## src/rtl/cardinal_nic_pkg.sv

```systemverilog
// Shared NIC register map, data width and arbiter state encoding for the NIC port arbiter.
package cardinal_nic_pkg;

    localparam int unsigned NIC_DATA_W = 64;
    localparam int unsigned NIC_ADDR_W = 2;

    localparam logic [NIC_ADDR_W-1:0] IN_BUF     = 2'b00;
    localparam logic [NIC_ADDR_W-1:0] IN_STATUS  = 2'b01;
    localparam logic [NIC_ADDR_W-1:0] OUT_BUF    = 2'b10;
    localparam logic [NIC_ADDR_W-1:0] OUT_STATUS = 2'b11;

    typedef enum logic {
        ARB_OPEN   = 1'b0,
        ARB_LOCKED = 1'b1
    } arb_state_e;

endpackage

```

## src/rtl/cardinal_rr_pick.sv

```systemverilog
// Rotate-priority picker: one-hot grant to the first set req bit at or above ptr, wrapping.
module cardinal_rr_pick #(
    parameter int unsigned N = 4
) (
    input  logic [N-1:0]         req,
    input  logic [$clog2(N)-1:0] ptr,
    output logic [N-1:0]         gnt
);

    localparam int unsigned PTR_W = $clog2(N);

    logic [PTR_W-1:0] idx;

    // Walk from lowest to highest priority so the nearest requester at/after ptr wins.
    always_comb begin
        gnt = '0;
        idx = '0;
        for (int k = N - 1; k >= 0; k--) begin
            idx = PTR_W'((32'(ptr) + 32'(k)) % N);
            if (req[idx]) begin
                gnt      = '0;
                gnt[idx] = 1'b1;
            end
        end
    end

endmodule

```

## src/rtl/cardinal_nic_arb.sv

```systemverilog
// Round-robin arbiter sharing one NIC processor port among NUM_REQ requesters.
// Define CARDINAL_NIC_ARB_LOCK_EN to compile in lock support for atomic access sequences.
module cardinal_nic_arb
    import cardinal_nic_pkg::*;
#(
    parameter int unsigned NUM_REQ  = 4,
    parameter int unsigned LOCK_MAX = 16
) (
    input  logic                             clk,
    input  logic                             reset,
    input  logic [NUM_REQ-1:0]               req_valid,
    input  logic [NUM_REQ-1:0]               req_wr,
    input  logic [NIC_ADDR_W*NUM_REQ-1:0]    req_addr,
    input  logic [NIC_DATA_W*NUM_REQ-1:0]    req_wdata,
    input  logic [NUM_REQ-1:0]               req_lock,
    output logic [NUM_REQ-1:0]               req_gnt,
    output logic [NUM_REQ-1:0]               rsp_valid,
    output logic [NIC_DATA_W-1:0]            rsp_data,
    output logic [NIC_ADDR_W-1:0]            nic_addr,
    output logic [NIC_DATA_W-1:0]            nic_d_in,
    output logic                             nic_en,
    output logic                             nic_en_wr,
    input  logic [NIC_DATA_W-1:0]            nic_d_out
);

    localparam int unsigned PTR_W = $clog2(NUM_REQ);

    if (NUM_REQ < 2 || NUM_REQ > 8 || LOCK_MAX < 2) begin : g_param_err
        $error("cardinal_nic_arb: NUM_REQ must be 2..8 and LOCK_MAX >= 2");
    end

    logic [PTR_W-1:0]   rr_ptr;
    logic [PTR_W-1:0]   rr_ptr_nxt;
    logic [PTR_W-1:0]   gnt_idx;
    logic [NUM_REQ-1:0] pick_req;
    logic [NUM_REQ-1:0] pick_gnt;
    logic [NUM_REQ-1:0] rsp_pend;

    function automatic logic [PTR_W-1:0] ptr_inc(input logic [PTR_W-1:0] p);
        return (p == PTR_W'(NUM_REQ - 1)) ? '0 : p + 1'b1;
    endfunction

    cardinal_rr_pick #(.N(NUM_REQ)) u_pick (
        .req (pick_req),
        .ptr (rr_ptr),
        .gnt (pick_gnt)
    );

    assign req_gnt = reset ? '0 : pick_gnt;
    assign nic_en  = |req_gnt;

    // Route the granted requester's fields onto the NIC port; zero when idle.
    always_comb begin
        gnt_idx   = '0;
        nic_addr  = '0;
        nic_d_in  = '0;
        nic_en_wr = 1'b0;
        for (int i = 0; i < NUM_REQ; i++) begin
            if (req_gnt[i]) begin
                gnt_idx   = PTR_W'(i);
                nic_addr  = req_addr[NIC_ADDR_W*i +: NIC_ADDR_W];
                nic_d_in  = req_wdata[NIC_DATA_W*i +: NIC_DATA_W];
                nic_en_wr = req_wr[i];
            end
        end
    end

    always_ff @(posedge clk) begin
        if (reset) begin
            rr_ptr <= '0;
        end else begin
            rr_ptr <= rr_ptr_nxt;
        end
    end

`ifdef CARDINAL_NIC_ARB_LOCK_EN
    localparam int unsigned CNT_W = $clog2(LOCK_MAX + 1);

    arb_state_e       state;
    arb_state_e       state_nxt;
    logic [PTR_W-1:0] owner;
    logic [PTR_W-1:0] owner_nxt;
    logic [CNT_W-1:0] lock_cnt;
    logic [CNT_W-1:0] lock_cnt_nxt;

    always_ff @(posedge clk) begin
        if (reset) begin
            state    <= ARB_OPEN;
            owner    <= '0;
            lock_cnt <= '0;
        end else begin
            state    <= state_nxt;
            owner    <= owner_nxt;
            lock_cnt <= lock_cnt_nxt;
        end
    end

    // Lock is released by the owner dropping req_lock or by the hold limit expiring.
    always_comb begin
        state_nxt    = state;
        owner_nxt    = owner;
        lock_cnt_nxt = lock_cnt;
        rr_ptr_nxt   = rr_ptr;
        case (state)
            ARB_OPEN: begin
                if (nic_en) begin
                    rr_ptr_nxt = ptr_inc(gnt_idx);
                    if (|(req_gnt & req_lock)) begin
                        state_nxt    = ARB_LOCKED;
                        owner_nxt    = gnt_idx;
                        lock_cnt_nxt = CNT_W'(1);
                    end
                end
            end
            ARB_LOCKED: begin
                if (!req_lock[owner] || lock_cnt == CNT_W'(LOCK_MAX)) begin
                    state_nxt    = ARB_OPEN;
                    lock_cnt_nxt = '0;
                    rr_ptr_nxt   = ptr_inc(owner);
                end else begin
                    lock_cnt_nxt = lock_cnt + 1'b1;
                end
            end
            default: state_nxt = ARB_OPEN;
        endcase
    end

    always_comb begin
        pick_req = req_valid;
        if (state == ARB_LOCKED) begin
            pick_req = req_valid & (NUM_REQ'(1) << owner);
        end
    end
`else
    logic unused_lock;

    assign unused_lock = ^req_lock;
    assign pick_req    = req_valid;

    always_comb begin
        rr_ptr_nxt = rr_ptr;
        if (nic_en) begin
            rr_ptr_nxt = ptr_inc(gnt_idx);
        end
    end
`endif

    // Read data arrives from the NIC one cycle after the access; a reset drops it.
    always_ff @(posedge clk) begin
        if (reset) begin
            rsp_pend <= '0;
        end else begin
            rsp_pend <= req_gnt & ~req_wr;
        end
    end

    assign rsp_valid = rsp_pend & {NUM_REQ{~reset}};
    assign rsp_data  = (|rsp_valid) ? nic_d_out : '0;

endmodule

```

## config.mk

```make
export PLATFORM = sky130hd
export DESIGN_NAME = cardinal_nic_arb
export DESIGN_NICKNAME = d
export VERILOG_FILES = /design/src/rtl/cardinal_nic_pkg.sv /design/src/rtl/cardinal_rr_pick.sv /design/src/rtl/cardinal_nic_arb.sv
export SDC_FILE = /design/constraint.sdc
export NUM_CORES = 1
export LEC_CHECK = 0
export ABC_AREA = 1
export CELL_PAD_IN_SITES_DETAIL_PLACEMENT = 0
export CELL_PAD_IN_SITES_GLOBAL_PLACEMENT = 1
export CORE_AREA = 10 10 180 182
export CTS_CLUSTER_DIAMETER = 80
export DETAILED_ROUTE_END_ITERATION = 7
export DIE_AREA = 0 0 190 192
export PLACE_DENSITY = 0.86
export REMOVE_ABC_BUFFERS = 1
export SETUP_SLACK_MARGIN = 0.15
export SLEW_MARGIN = 10
export SYNTH_ARGS = -nofsm -noshare
export SYNTH_HDL_FRONTEND = slang
export SYNTH_SLANG_ARGS = --single-unit
```

## constraint.sdc

```tcl
create_clock -name clk -period 6.4 [get_ports clk]
set_clock_uncertainty 0.15 [all_clocks]
set_input_delay 1.6 -clock clk [delete_from_list [all_inputs] [get_ports clk]]
set_output_delay 1.6 -clock clk [all_outputs]
set_load 0.005 [all_outputs]
```

**The metal 3 layer**

Scale bar: 50 um.
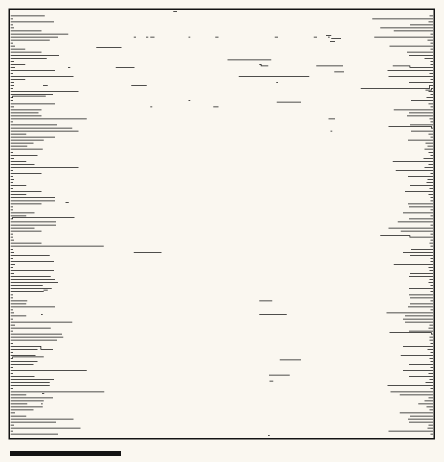
The layer holds 9.9% of the routed length. 305 nets have wire on it. The wires run mostly horizontal. The layer carries 2830 um of wire. The longest straight run is 41.6 um.
routed vias: 6878
grt met3 use: 5.350%
Total Routed Length: 28.60 mm

**Placed standard cells**

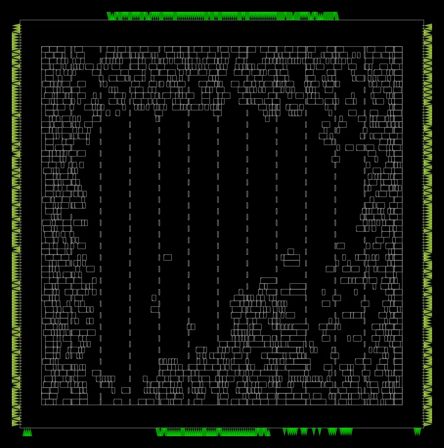
Layout Cells excl Fill: 1651
core area: 28630 um2
Core Util, Final: 31.42%

**Routed metal, one color a layer**

Scale bar: 50 um.
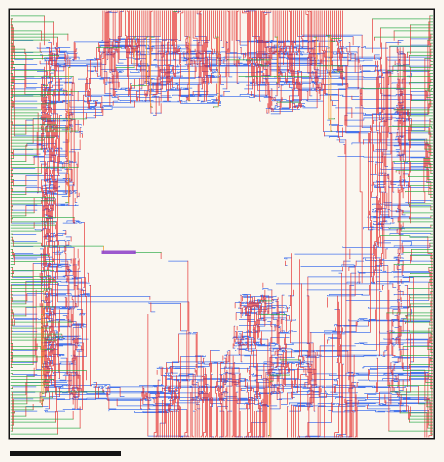
Key: purple = M5 [wire length 13.8 um]; orange = M4 [wire length 416 um]; blue = M1 [wire length 10900 um]; green = M3 [wire length 2830 um]; red = M2 [wire length 14500 um]
wire per inst: 17.32 um
Total GRT Usage: 14.37%

**Drive-strength map**

Scale bar: 50 um.
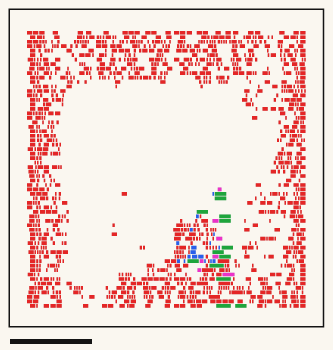
Key: red = x1 and smaller [cells 1230, share 97%]; green = x6 and larger [cells 13, share 1.0%]; magenta = x3 and x4 [cells 7, share 0.55%]; blue = x2 [cells 17, share 1.3%]
Non-Clock Buffer Count: 490
final setup margin: 403.6 ps
fin area: 8994 um2

**M4 wires**

Supply wires on this layer in gray. Cells faint in the background.
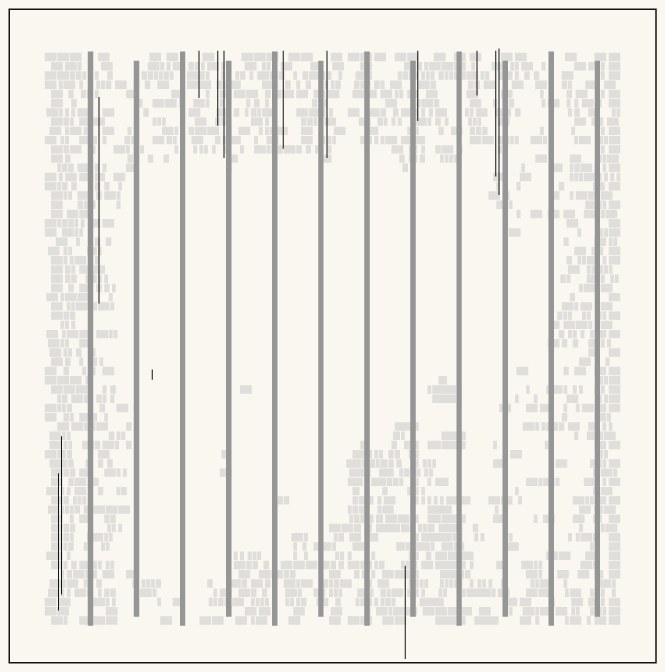
The wires run mostly vertical. 14 nets have wire on it. The layer holds 1.5% of the routed length.

==> results.toml <==
# flow metrics
[die]
dieArea_um2 = 36480
initCoreUtil_pct = 13.26
die_y_um = 192
num_io_pins = 482
taps = 384
rows = 62

[finish]
regArea_um2 = 120.1
logic_area_um2 = 2983
fillers = 3102
mostFrequentLayoutCell = "clkdlybuf4s50_1"
seq_share_pct = 1.336
largest_register = "rsp_pend"
reg_top3 = "rsp_pend: 4 flops, rr_ptr: 2 flops"
comb_cells = 678
largest_reg_flops = 4
drive_above_1_share_pct = 2.920
comb_share_pct = 33.17
fin_nets = 1619
largest_class = "non-clock buffers"
clock_buffers = 3
clock_cell_area_share_pct = 0.8347
syn2layout_area_growth_pct = 136.9
final_cell_mix = "clkdlybuf4s50_1 (477), nor2_1 (272), nand2_1 (155), nand3_1 (155), inv_1 (83)"
inverters_excl_clock = 90
flops = 6
num_antenna_cells = 0

[route]
drt-initial-drc-count = 182
drc_errors = 0
wl_met1_mm = 10.86
wl_met2_mm = 14.49
dr_wl_met3_mm = 2.825
ant_nets = 0
drt_first_pass_iters = 5
topRoutingLayerUsed = "met5"
vias_per_cell = 4.166

[final_timing]
slew_headroom_pct = 71.08
fin_setup_tns_ps = 0
setup_viol = 0
whs_ps = 520.6
timing.fmax_ghz = 0.1668
fin_crit_ps = 5996
hold_violations = 0
rsz0062_at_grt = "no"
period_used_pct = 93.69
worstMarginPinSlew_ps = 433.8

[synthesis]
ys.flop_type = "dfxtp_1"
yosysSeqAreaShare_pct = 3.164
ys_sh_xor_pct = 0
muxShareOfSynthArea_pct = 0
ys_top_cells_by_area = "nor2_1 (27%), nand3_1 (20%), nand2_1 (15%), inv_1 (8.2%), o21ai_0 (5.0%)"
netlist_area_um2 = 3796
ys_top_cells_by_count = "nor2_1 (272), nand2_1 (156), nand3_1 (155)"
most_common_cell = "nor2_1"
simple_gate_share_pct = 65.89
top_area_cell = "nor2_1"
top_area_share_pct = 26.90
ys_ff = 6
synth_cell_types = 20
async_flop_share_pct = 0
yosys_warnings = 0
edf_count = 0
ys_area_um2 = 3796
postSynthCellCount = 837
ys_top_logic_family = "simple AND/OR/NAND/NOR gates"
ys_sh_aoi_pct = 9.624
yosys-stat-cells = 837

[power_and_ir_drop]
p_clk_share_pct = 3.2
seq-power_uw = 65.0
p_sw_mw = 1.576
p_comb_mw = 3.03
pwr-share-comb_pct = 94.8
powerClk_uw = 101
sw_frac_of_total_pct = 49.33
seq_power_share_pct = 2.0
ir_drop_v = 0.0001760
p_per_area_nw_per_um2 = 355.3
power_leakage_nw = 4.059

[worst_hold_path]
hold_path_end = "rr_ptr[1]"
min_path_type = "register to register"
whs_path_depth = 2
min_from = "rr_ptr[1]"

[clock_tree]
cts_hold_buf = 0
clock-sinks = 6
clockRootBuffer = "clkbuf_16"
postCtsSetupBuffers = 0
cts.repair.resized = 0
h-tree-depth = 1
worstSkewPairLatency_ps = 230
clk_path_buf_depth = 2
cts_tree = "yes"

[setup_path]
rr_worst_depth = 13
end_kind = "output port"
r2r-end = "rr_ptr[0]"
worst-path-buf-inv = 4
cp-start-kind = "input port"
cp_slowest_cell = "clkdlybuf4s50_1"
critPathMaxStageDelay_ps = 550
r2r_start = "rr_ptr[1]"
cp_num_cells = 15
path_delay_family = "buffers and inverters"
crit_path_max_fanout = 30
critPathLaunch = "req_valid[0]"
path_class = "input port to output port"
path_cells = "clkdlybuf4s50_1 -> nand2_1 -> nand3_1 -> nand3_1 -> nand2_1 -> nand3_1 -> nand2_1 -> nand2_2 -> inv_2 -> buf_4 -> nand3_1 -> nand2_1 -> nor2_1 -> nor2_1 -> clkdlybuf4s50_1"
rrSetupSlack_ps = 3670
crit_required_ps = 4650
crit_end = "nic_d_in[14]"
cp_data_arrival_time_ps = 4250

[global_route]
antenna_found_initial = 1
use_met2_pct = 26.99
overflow = 0
grt_pass1_wl_mm = 42.03
grt_max_degree = 75
busiest_layer = "met2"
gr-usage-met1_pct = 15.00
grt_pass1_vias = 7166

[flow_run]
cap_viol_max_count = 0
tool_warnings = 36

[placement]
dpl.hpwl_mm = 23.49
place_area_um2 = 8919
io_buffers = 477
dp_cells = 1648
dp_slack_ps = 398.1
gp_congestion = 0.8787

[outcome]
status = "completed"
Power and IR drop assume default switching activity.
